--- src/rtl/regpair_pkg.sv ---
// Shared codes and state encoding for the 8085 register-pair sequencer.
// Optional XCHG support is enabled by defining REGPAIR_XCHG_EN.
package regpair_pkg;

  localparam int DATASIZE_DEF = 8;
  localparam int REGBIT_DEF   = 3;
  localparam int CYBIT_DEF    = 0;

  localparam logic [2:0] REG_B = 3'd0;
  localparam logic [2:0] REG_C = 3'd1;
  localparam logic [2:0] REG_D = 3'd2;
  localparam logic [2:0] REG_E = 3'd3;
  localparam logic [2:0] REG_H = 3'd4;
  localparam logic [2:0] REG_L = 3'd5;
  localparam logic [2:0] REG_A = 3'd7;

  localparam logic [1:0] OP_INX  = 2'b00;
  localparam logic [1:0] OP_DCX  = 2'b01;
  localparam logic [1:0] OP_DAD  = 2'b10;
  localparam logic [1:0] OP_XCHG = 2'b11;

  localparam logic [1:0] RP_BC  = 2'b00;
  localparam logic [1:0] RP_DE  = 2'b01;
  localparam logic [1:0] RP_HL  = 2'b10;
  localparam logic [1:0] RP_INV = 2'b11;

  typedef enum logic [2:0] {
    ST_IDLE = 3'd0,
    ST_RDP  = 3'd1,
    ST_RDH  = 3'd2,
    ST_WRLO = 3'd3,
    ST_WRHI = 3'd4,
    ST_WRE  = 3'd5,
    ST_WRD  = 3'd6,
    ST_DONE = 3'd7
  } state_e;

  // XCHG ignores rpair, so it is the only op that cannot be rejected for SP
  function automatic logic req_valid(input logic [1:0] op, input logic [1:0] rpair);
`ifdef REGPAIR_XCHG_EN
    if (op == OP_XCHG) begin
      return 1'b1;
    end else begin
      return rpair != RP_INV;
    end
`else
    return (op != OP_XCHG) && (rpair != RP_INV);
`endif
  endfunction

endpackage

--- src/rtl/regpair_decode.sv ---
// Maps op/rpair to the register-file source and destination byte addresses.
// Honours REGPAIR_XCHG_EN for the D/E <-> H/L exchange.
module regpair_decode
  import regpair_pkg::*;
(
  input  logic [1:0] op,
  input  logic [1:0] rpair,
  output logic [2:0] src_hi,
  output logic [2:0] src_lo,
  output logic [2:0] dst_hi,
  output logic [2:0] dst_lo
);

  logic [2:0] pair_hi;
  logic [2:0] pair_lo;

  // pair code to high/low register codes
  always_comb begin
    pair_hi = 3'd0;
    pair_lo = 3'd0;
    case (rpair)
      RP_BC: begin pair_hi = REG_B; pair_lo = REG_C; end
      RP_DE: begin pair_hi = REG_D; pair_lo = REG_E; end
      RP_HL: begin pair_hi = REG_H; pair_lo = REG_L; end
      default: begin pair_hi = 3'd0; pair_lo = 3'd0; end
    endcase
  end

  // DAD (and XCHG) always land the result in HL
  always_comb begin
    src_hi = pair_hi;
    src_lo = pair_lo;
    dst_hi = pair_hi;
    dst_lo = pair_lo;
    case (op)
      OP_DAD: begin
        dst_hi = REG_H;
        dst_lo = REG_L;
      end
`ifdef REGPAIR_XCHG_EN
      OP_XCHG: begin
        src_hi = REG_D;
        src_lo = REG_E;
        dst_hi = REG_H;
        dst_lo = REG_L;
      end
`endif
      default: begin
        dst_hi = pair_hi;
        dst_lo = pair_lo;
      end
    endcase
  end

endmodule

--- src/rtl/regpair_seq.sv ---
// Multi-cycle INX/DCX/DAD sequencer driving the 8085 register file ports.
// Define REGPAIR_XCHG_EN to add XCHG (op=11) as a four-write exchange.
module regpair_seq
  import regpair_pkg::*;
#(
  parameter int DATASIZE = DATASIZE_DEF,
  parameter int REGBIT   = REGBIT_DEF,
  parameter int CYBIT    = CYBIT_DEF
) (
  input  logic                clk,
  input  logic                rst,
  input  logic                start,
  input  logic [1:0]          op,
  input  logic [1:0]          rpair,
  output logic                busy,
  output logic                done,
  output logic                err,
  output logic                rf_r1enb,
  output logic                rf_r2enb,
  output logic [REGBIT-1:0]   rf_r1add,
  output logic [REGBIT-1:0]   rf_r2add,
  input  logic [DATASIZE-1:0] rf_r1dat,
  input  logic [DATASIZE-1:0] rf_r2dat,
  output logic                rf_wrenb,
  output logic [REGBIT-1:0]   rf_waddr,
  output logic [DATASIZE-1:0] rf_wdata,
  output logic                rf_flenb,
  output logic [DATASIZE-1:0] rf_ifdat,
  input  logic [DATASIZE-1:0] rf_ofdat
);

  localparam int RW = 2 * DATASIZE;

  state_e state_q, state_d;
  logic [1:0] op_q, op_d, rp_q, rp_d;
  logic [RW-1:0] opnd_q, opnd_d, hl_q, hl_d, res_q, res_d;
  logic [RW:0] calc;
  logic cy_q, cy_d;
  logic [DATASIZE-1:0] flg_q, flg_d, fl_new;

  logic busy_q, busy_d, done_q, done_d, err_q, err_d;
  logic rf_r1enb_q, rf_r1enb_d, rf_r2enb_q, rf_r2enb_d;
  logic [REGBIT-1:0] rf_r1add_q, rf_r1add_d, rf_r2add_q, rf_r2add_d;
  logic rf_wrenb_q, rf_wrenb_d, rf_flenb_q, rf_flenb_d;
  logic [REGBIT-1:0] rf_waddr_q, rf_waddr_d;
  logic [DATASIZE-1:0] rf_wdata_q, rf_wdata_d, rf_ifdat_q, rf_ifdat_d;
  logic [2:0] src_hi, src_lo, dst_hi, dst_lo;

  // Decode looks at the next-cycle op/rpair so registered addresses line up with the state
  regpair_decode u_decode (
    .op     (op_d),
    .rpair  (rp_d),
    .src_hi (src_hi),
    .src_lo (src_lo),
    .dst_hi (dst_hi),
    .dst_lo (dst_lo)
  );

  // next state, request latch and rejection pulse
  always_comb begin
    state_d = state_q;
    op_d    = op_q;
    rp_d    = rp_q;
    err_d   = 1'b0;
    case (state_q)
      ST_IDLE: begin
        if (start) begin
          if (req_valid(op, rpair)) begin
            op_d    = op;
            rp_d    = rpair;
            state_d = ST_RDP;
          end else begin
            err_d = 1'b1;
          end
        end else begin
          state_d = ST_IDLE;
        end
      end
      ST_RDP: begin
        if ((op_q == OP_INX) || (op_q == OP_DCX)) begin
          state_d = ST_WRLO;
        end else begin
          state_d = ST_RDH;
        end
      end
      ST_RDH:  state_d = ST_WRLO;
      ST_WRLO: state_d = ST_WRHI;
      ST_WRHI: begin
`ifdef REGPAIR_XCHG_EN
        if (op_q == OP_XCHG) begin
          state_d = ST_WRE;
        end else begin
          state_d = ST_DONE;
        end
`else
        state_d = ST_DONE;
`endif
      end
      ST_WRE:  state_d = ST_WRD;
      ST_WRD:  state_d = ST_DONE;
      ST_DONE: state_d = ST_IDLE;
      default: state_d = ST_IDLE;
    endcase
  end

  // Operand capture and 17-bit arithmetic; the result is formed from the
  // just-read data so WRLO can drive it on the very next cycle
  always_comb begin
    if (state_q == ST_RDP) begin
      opnd_d = {rf_r1dat, rf_r2dat};
    end else begin
      opnd_d = opnd_q;
    end
    if (state_q == ST_RDH) begin
      hl_d  = {rf_r1dat, rf_r2dat};
      flg_d = rf_ofdat;
    end else begin
      hl_d  = hl_q;
      flg_d = flg_q;
    end
    case (op_d)
      OP_INX:  calc = {1'b0, opnd_d + RW'(1)};
      OP_DCX:  calc = {1'b0, opnd_d - RW'(1)};
      OP_DAD:  calc = {1'b0, hl_d} + {1'b0, opnd_d};
      default: calc = {1'b0, opnd_d};
    endcase
    if ((state_q == ST_RDP) || (state_q == ST_RDH)) begin
      res_d = calc[RW-1:0];
      cy_d  = calc[RW];
    end else begin
      res_d = res_q;
      cy_d  = cy_q;
    end
  end

  // register-file port values for the state being entered
  always_comb begin
    busy_d     = (state_d != ST_IDLE);
    done_d     = (state_d == ST_DONE);
    rf_r1enb_d = 1'b0;
    rf_r2enb_d = 1'b0;
    rf_r1add_d = '0;
    rf_r2add_d = '0;
    rf_wrenb_d = 1'b0;
    rf_waddr_d = '0;
    rf_wdata_d = '0;
    rf_flenb_d = 1'b0;
    rf_ifdat_d = '0;
    fl_new     = flg_d;
    fl_new[CYBIT] = cy_d;
    case (state_d)
      ST_RDP: begin
        rf_r1enb_d = 1'b1;
        rf_r2enb_d = 1'b1;
        rf_r1add_d = REGBIT'(src_hi);
        rf_r2add_d = REGBIT'(src_lo);
      end
      ST_RDH: begin
        rf_r1enb_d = 1'b1;
        rf_r2enb_d = 1'b1;
        rf_r1add_d = REGBIT'(REG_H);
        rf_r2add_d = REGBIT'(REG_L);
      end
      ST_WRLO: begin
        rf_wrenb_d = 1'b1;
        rf_waddr_d = REGBIT'(dst_lo);
        rf_wdata_d = res_d[DATASIZE-1:0];
      end
      ST_WRHI: begin
        rf_wrenb_d = 1'b1;
        rf_waddr_d = REGBIT'(dst_hi);
        rf_wdata_d = res_d[RW-1:DATASIZE];
        if (op_d == OP_DAD) begin
          rf_flenb_d = 1'b1;
          rf_ifdat_d = fl_new;
        end else begin
          rf_flenb_d = 1'b0;
        end
      end
      ST_WRE: begin
        rf_wrenb_d = 1'b1;
        rf_waddr_d = REGBIT'(REG_E);
        rf_wdata_d = hl_d[DATASIZE-1:0];
      end
      ST_WRD: begin
        rf_wrenb_d = 1'b1;
        rf_waddr_d = REGBIT'(REG_D);
        rf_wdata_d = hl_d[RW-1:DATASIZE];
      end
      default: begin
        rf_wrenb_d = 1'b0;
      end
    endcase
  end

  // all state and registered outputs; reset abandons any operation in flight
  always_ff @(posedge clk) begin
    if (rst) begin
      state_q    <= ST_IDLE;
      op_q       <= '0;
      rp_q       <= '0;
      opnd_q     <= '0;
      hl_q       <= '0;
      res_q      <= '0;
      cy_q       <= 1'b0;
      flg_q      <= '0;
      busy_q     <= 1'b0;
      done_q     <= 1'b0;
      err_q      <= 1'b0;
      rf_r1enb_q <= 1'b0;
      rf_r2enb_q <= 1'b0;
      rf_r1add_q <= '0;
      rf_r2add_q <= '0;
      rf_wrenb_q <= 1'b0;
      rf_waddr_q <= '0;
      rf_wdata_q <= '0;
      rf_flenb_q <= 1'b0;
      rf_ifdat_q <= '0;
    end else begin
      state_q    <= state_d;
      op_q       <= op_d;
      rp_q       <= rp_d;
      opnd_q     <= opnd_d;
      hl_q       <= hl_d;
      res_q      <= res_d;
      cy_q       <= cy_d;
      flg_q      <= flg_d;
      busy_q     <= busy_d;
      done_q     <= done_d;
      err_q      <= err_d;
      rf_r1enb_q <= rf_r1enb_d;
      rf_r2enb_q <= rf_r2enb_d;
      rf_r1add_q <= rf_r1add_d;
      rf_r2add_q <= rf_r2add_d;
      rf_wrenb_q <= rf_wrenb_d;
      rf_waddr_q <= rf_waddr_d;
      rf_wdata_q <= rf_wdata_d;
      rf_flenb_q <= rf_flenb_d;
      rf_ifdat_q <= rf_ifdat_d;
    end
  end

  assign busy     = busy_q;
  assign done     = done_q;
  assign err      = err_q;
  assign rf_r1enb = rf_r1enb_q;
  assign rf_r2enb = rf_r2enb_q;
  assign rf_r1add = rf_r1add_q;
  assign rf_r2add = rf_r2add_q;
  assign rf_wrenb = rf_wrenb_q;
  assign rf_waddr = rf_waddr_q;
  assign rf_wdata = rf_wdata_q;
  assign rf_flenb = rf_flenb_q;
  assign rf_ifdat = rf_ifdat_q;

endmodule

--- config.mk ---
export PLATFORM = sky130hd
export DESIGN_NAME = regpair_seq
export DESIGN_NICKNAME = d
export VERILOG_FILES = /design/src/rtl/regpair_pkg.sv /design/src/rtl/regpair_decode.sv /design/src/rtl/regpair_seq.sv
export SDC_FILE = /design/constraint.sdc
export NUM_CORES = 1
export LEC_CHECK = 0
export ABC_AREA = 0
export CORE_AREA = 2 2 137 139
export CTS_CLUSTER_DIAMETER = 80
export DETAILED_ROUTE_END_ITERATION = 8
export DIE_AREA = 0 0 139 141
export PLACE_DENSITY = 0.47
export RECOVER_POWER = 25
export SLEW_MARGIN = 20
export SYNTH_ARGS = -nofsm -noshare
export SYNTH_HDL_FRONTEND = slang
export SYNTH_HIERARCHICAL = 1
export SYNTH_SLANG_ARGS = --single-unit
--- constraint.sdc ---
create_clock -name clk -period 8.45 [get_ports clk]
set_clock_uncertainty 0.2 [all_clocks]
set_input_delay 1.69 -clock clk [delete_from_list [all_inputs] [get_ports clk]]
set_output_delay 1.69 -clock clk [all_outputs]
set_load 0.01 [all_outputs]
Cell area per tile:
Drawn at 2 px/um. The die is cut into 14 by 14 equal tiles; black is low, pale yellow is high, 0 to 100% covered.
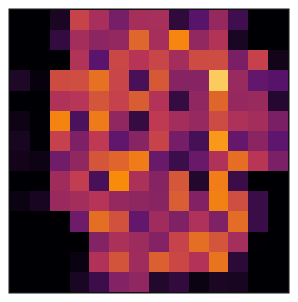
emptiest ninth of the die = lower left
mean over tiles = 31%
tiles over 75% full = 1.0%
final core utilization: 35.0%
floorplan core density: 29.5%

Zoomed window:
Region (57, 58) to (82, 83) um. Cells in gray, sequential cells in the stronger gray; small squares are vias.
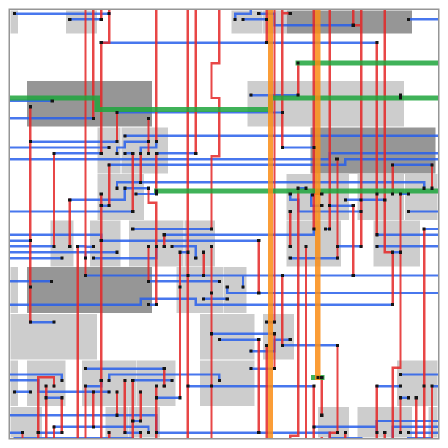
red -> met2
blue -> met1
green -> met3
orange -> met4
sequential cells in the window = 4
cells with their middle in the window = 35
netlist names of flops here include = `res_q` (4)
most frequent = a21oi_1 (5), nor2_1 (4), dfxtp_1 (4)

Cell classes on the final placement:
Drawn at 3 px/um. Fill, decap, tap and diode cells in gray.
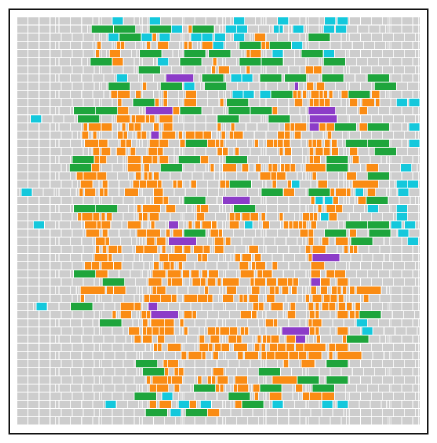
purple -> clock drivers and dummy loads  # cells 16, share of their area 4.6%
orange -> all other logic  # cells 506, share of their area 56%
cyan -> other buffers and delay cells  # cells 68, share of their area 11%
green -> flip-flops  # cells 87, share of their area 29%
share of cell area taken by flip-flops and latches: 27.2%
core region area: 0.0183 mm^2
number of standard-cell rows in the floorplan: 50

Clock wires, drivers and flops:
Drawn at 4 px/um.
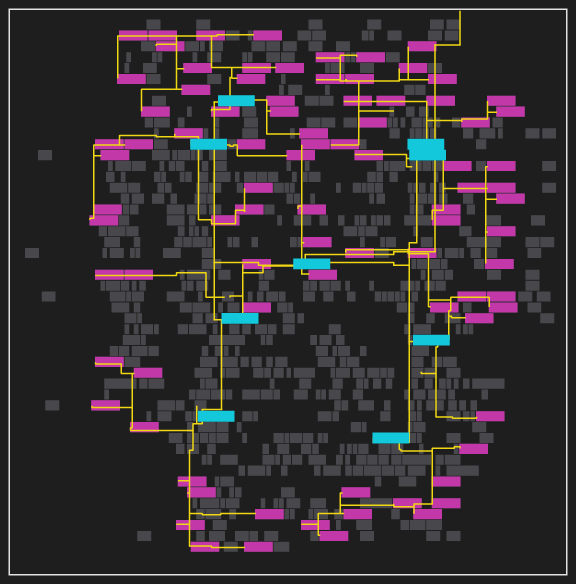
yellow -> clock wires  # length 1270 um
magenta -> flip-flops  # count 87
cyan -> cells driving clock nets  # count 9
flops lie = widely spread
power in the clock group: 0.000386 W
clk ins delay skew pair: 350 ps

The clock network:
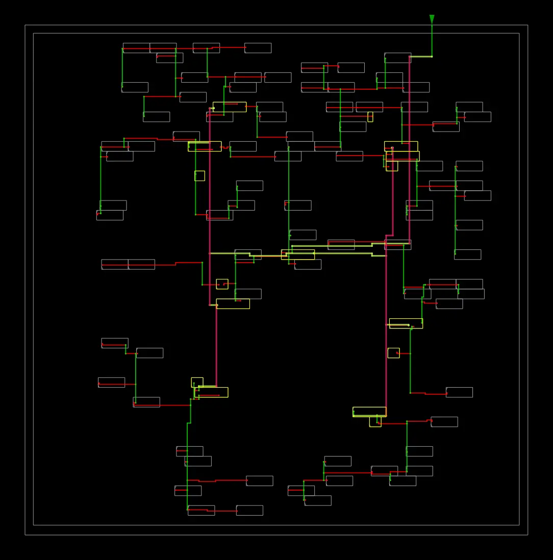
clock buffer count from CTS: 9
clk_buf instances: 10
clk sinks: 87
seq_cells: 87

==> run notes <==
Physical design

The run finished, with violations left. The final reports fail on capacitance limit, slew limit. The wire length recorded after detailed routing is 15.3 mm.

The detailed-route DRC error count stands at 0. The script computed a power per unit cell area of 324 mW/mm^2. The max-cap check violation count stands at 1.

The width of the die stands at 139 um. In the routed layout, each cell is associated on average with a via count of 5.17. The number of warnings in the stage logs stands at 27.

For the final routed database, the setup TNS stands at 0 ps. Per the timing report, the most critical flop-to-flop path finishes at res_q[14]$_SDFF_PP0_. The count of buffering cells on the critical path with inverters included stands at 2. The number of nets still failing antenna checks after routing stands at 0. Per the post-place timing report, worst setup slack is 2390 ps.

STA reports the tightest min-delay check as being of type flip-flop to flip-flop. The OpenROAD report gives the critical path a data arrival time of 5780 ps. Once the clock tree was built, the setup fixing pass inserted 0 buffers. Hold analysis lists the worst path endpoint as rf_ifdat[0]$_SDFF_PP0_.

The tally of buffers added on design ports stands at 61. The post-synthesis share of cell area spent on and-or and or-and gates stands at 20.1%. The average cell area after synthesis stands at 8.49 um^2. The area overhead of the layout relative to synthesis stands at 18.9%. The highest supply drop recorded on VDD is 115 uV. Warnings reported by Yosys during synthesis add up to 6. In this run the static leakage power is 2.53 nW.

The violation tally recorded at the end of detailed-routing iteration 0 is 373. The number of synthesized flops with an enable pin stands at 0. The cell area after synthesis stands at 0.00538 mm^2. At the pin with the least slew margin, the transition time is 3230 ps.

Setup repair after global routing left no endpoint under its margin. Counting the fill cells in the layout gives 1873. The worst setup path is captured at a flip-flop.

The timing report shows the most common cell along the critical path to be sky130_fd_sc_hd__a211oi_1. The initial antenna violation count stands at 0. The share of the clock period used by the worst path stands at 69.6%. The chip area estimate from yosys synthesis stands at 0.00538 mm^2.

The floorplan step defined a die boundary enclosing 0.0196 mm^2. STA reports a reg2reg setup slack of 2940 ps. According to the I/O placement log, the pin count is 63. According to the floorplan report, the die height is 141 um. Max-slew check failures listed in the final report amount to 69. The global route stage reports its total congestion overflow as 0.

The number of global-route vias before repair stands at 4544. The worst max-slew margin expressed relative to the limit stands at -115%. Looking at the clock tree report, the root buffer type is sky130_fd_sc_hd__clkbuf_16. STA shows the worst reg2reg path with a cell count of 14. Of the post-synthesis cell area, the dominant cell type holds 32.3%. The maximum number of pins on one net before global-route repair stands at 69. The finished layout holds 911 standard cells, fillers aside.

CTS built an H-tree with a depth of 3. The share of flip-flops with an asynchronous set or reset after synthesis stands at 0%. The routed layout has 4713 vias. In the CTS report, the clock slew at the register clock pins of the worst setup and hold paths is listed as 70 ps. The count of distinct cell types in the synthesized netlist stands at 75.
-- synth_stat cells, types with 14 or more instances --
master / n
sky130_fd_sc_hd__nor2b_1: 24
sky130_fd_sc_hd__inv_1: 27
sky130_fd_sc_hd__nand2_1: 36
sky130_fd_sc_hd__nor3_1: 21
sky130_fd_sc_hd__xnor2_1: 19
sky130_fd_sc_hd__mux2_2: 20
sky130_fd_sc_hd__o21ai_0: 26
sky130_fd_sc_hd__nor2_1: 86
sky130_fd_sc_hd__ha_1: 25
sky130_fd_sc_hd__dfxtp_1: 87
sky130_fd_sc_hd__clkbuf_1: 22
sky130_fd_sc_hd__mux2i_1: 26
sky130_fd_sc_hd__nand3_1: 14
sky130_fd_sc_hd__a21oi_1: 36
-- metal layers --
metal,vias up,share of wire (%)
li1,2342,-
met1,2251,48
met2,96,46
met3,24,3.3
met4,0,2.7
met5,-,0
-- per-stage QoR --
step,power (W),area (um^2),hold WS [ps]
2_1_floorplan,0.00142,5390,218
3_3_place_gp,0.00167,6130,235
3_5_place_dp,0.00169,6130,242
4_1_cts,0.00208,6410,248
5_1_grt,0.00223,6400,289
6_report,0.00207,6400,252
-- logic make-up after synthesis --
family,count (synthesis)
muxes,51
AOI/OAI and AO/OA,153
buffers and inverters,70
adders and majority gates,26
and+or+nand+nor,221
DFF,87
xor gates and xnor gates,25
other,1
-- cell type report --
class,instances,area [um^2],area share [%]
Sequential cell,87,1740,27.2
Clock inverter,6,51.3,0.801
Timing Repair Buffer,68,654,10.2
Tap cell,234,293,4.57
Inverter,28,105,1.64
Clock buffer,10,229,3.58
Multi-Input combinational cell,478,3330,52.0
-- power by group --
group / switching, W / internal, W / leakage [nW]
sequential: 0.0000549 / 0.000492 / 0.708
clock: 0.000182 / 0.000204 / 0.134
combinational: 0.000671 / 0.000470 / 1.69
total: 0.000908 / 0.00117 / 2.53
-- state kept, by name (all words and copies together), names as in the netlist --
name      cells
hl_q         16
opnd_q       16
res_q         9
rf_ifdat      8
rf_wdata      8
flg_q         7
rf_r1add      3
rf_r2add      3
rf_waddr      3
state_q       3
op_q          2
rp_q          2
busy          1
cy_q          1
done          1
err           1
rf_flenb      1
rf_r2enb      1
rf_wrenb      1
-- worst reg2reg max path, stage by stage, from the launching register on --
cell and delay, ps:
sky130_fd_sc_hd__dfxtp_1 620, sky130_fd_sc_hd__nor2b_1 710, sky130_fd_sc_hd__and2_1 640, sky130_fd_sc_hd__mux2_2 420
sky130_fd_sc_hd__ha_1 240, sky130_fd_sc_hd__fa_1 440, sky130_fd_sc_hd__a211oi_1 310, sky130_fd_sc_hd__o21ai_0 250
sky130_fd_sc_hd__a311o_1 370, sky130_fd_sc_hd__a31o_2 290, sky130_fd_sc_hd__a31oi_1 260, sky130_fd_sc_hd__xnor2_1 100
sky130_fd_sc_hd__a21oi_1 160, sky130_fd_sc_hd__nor3_1 60, sky130_fd_sc_hd__a31o_1 340
Power is estimated from default activity; no workload was simulated.
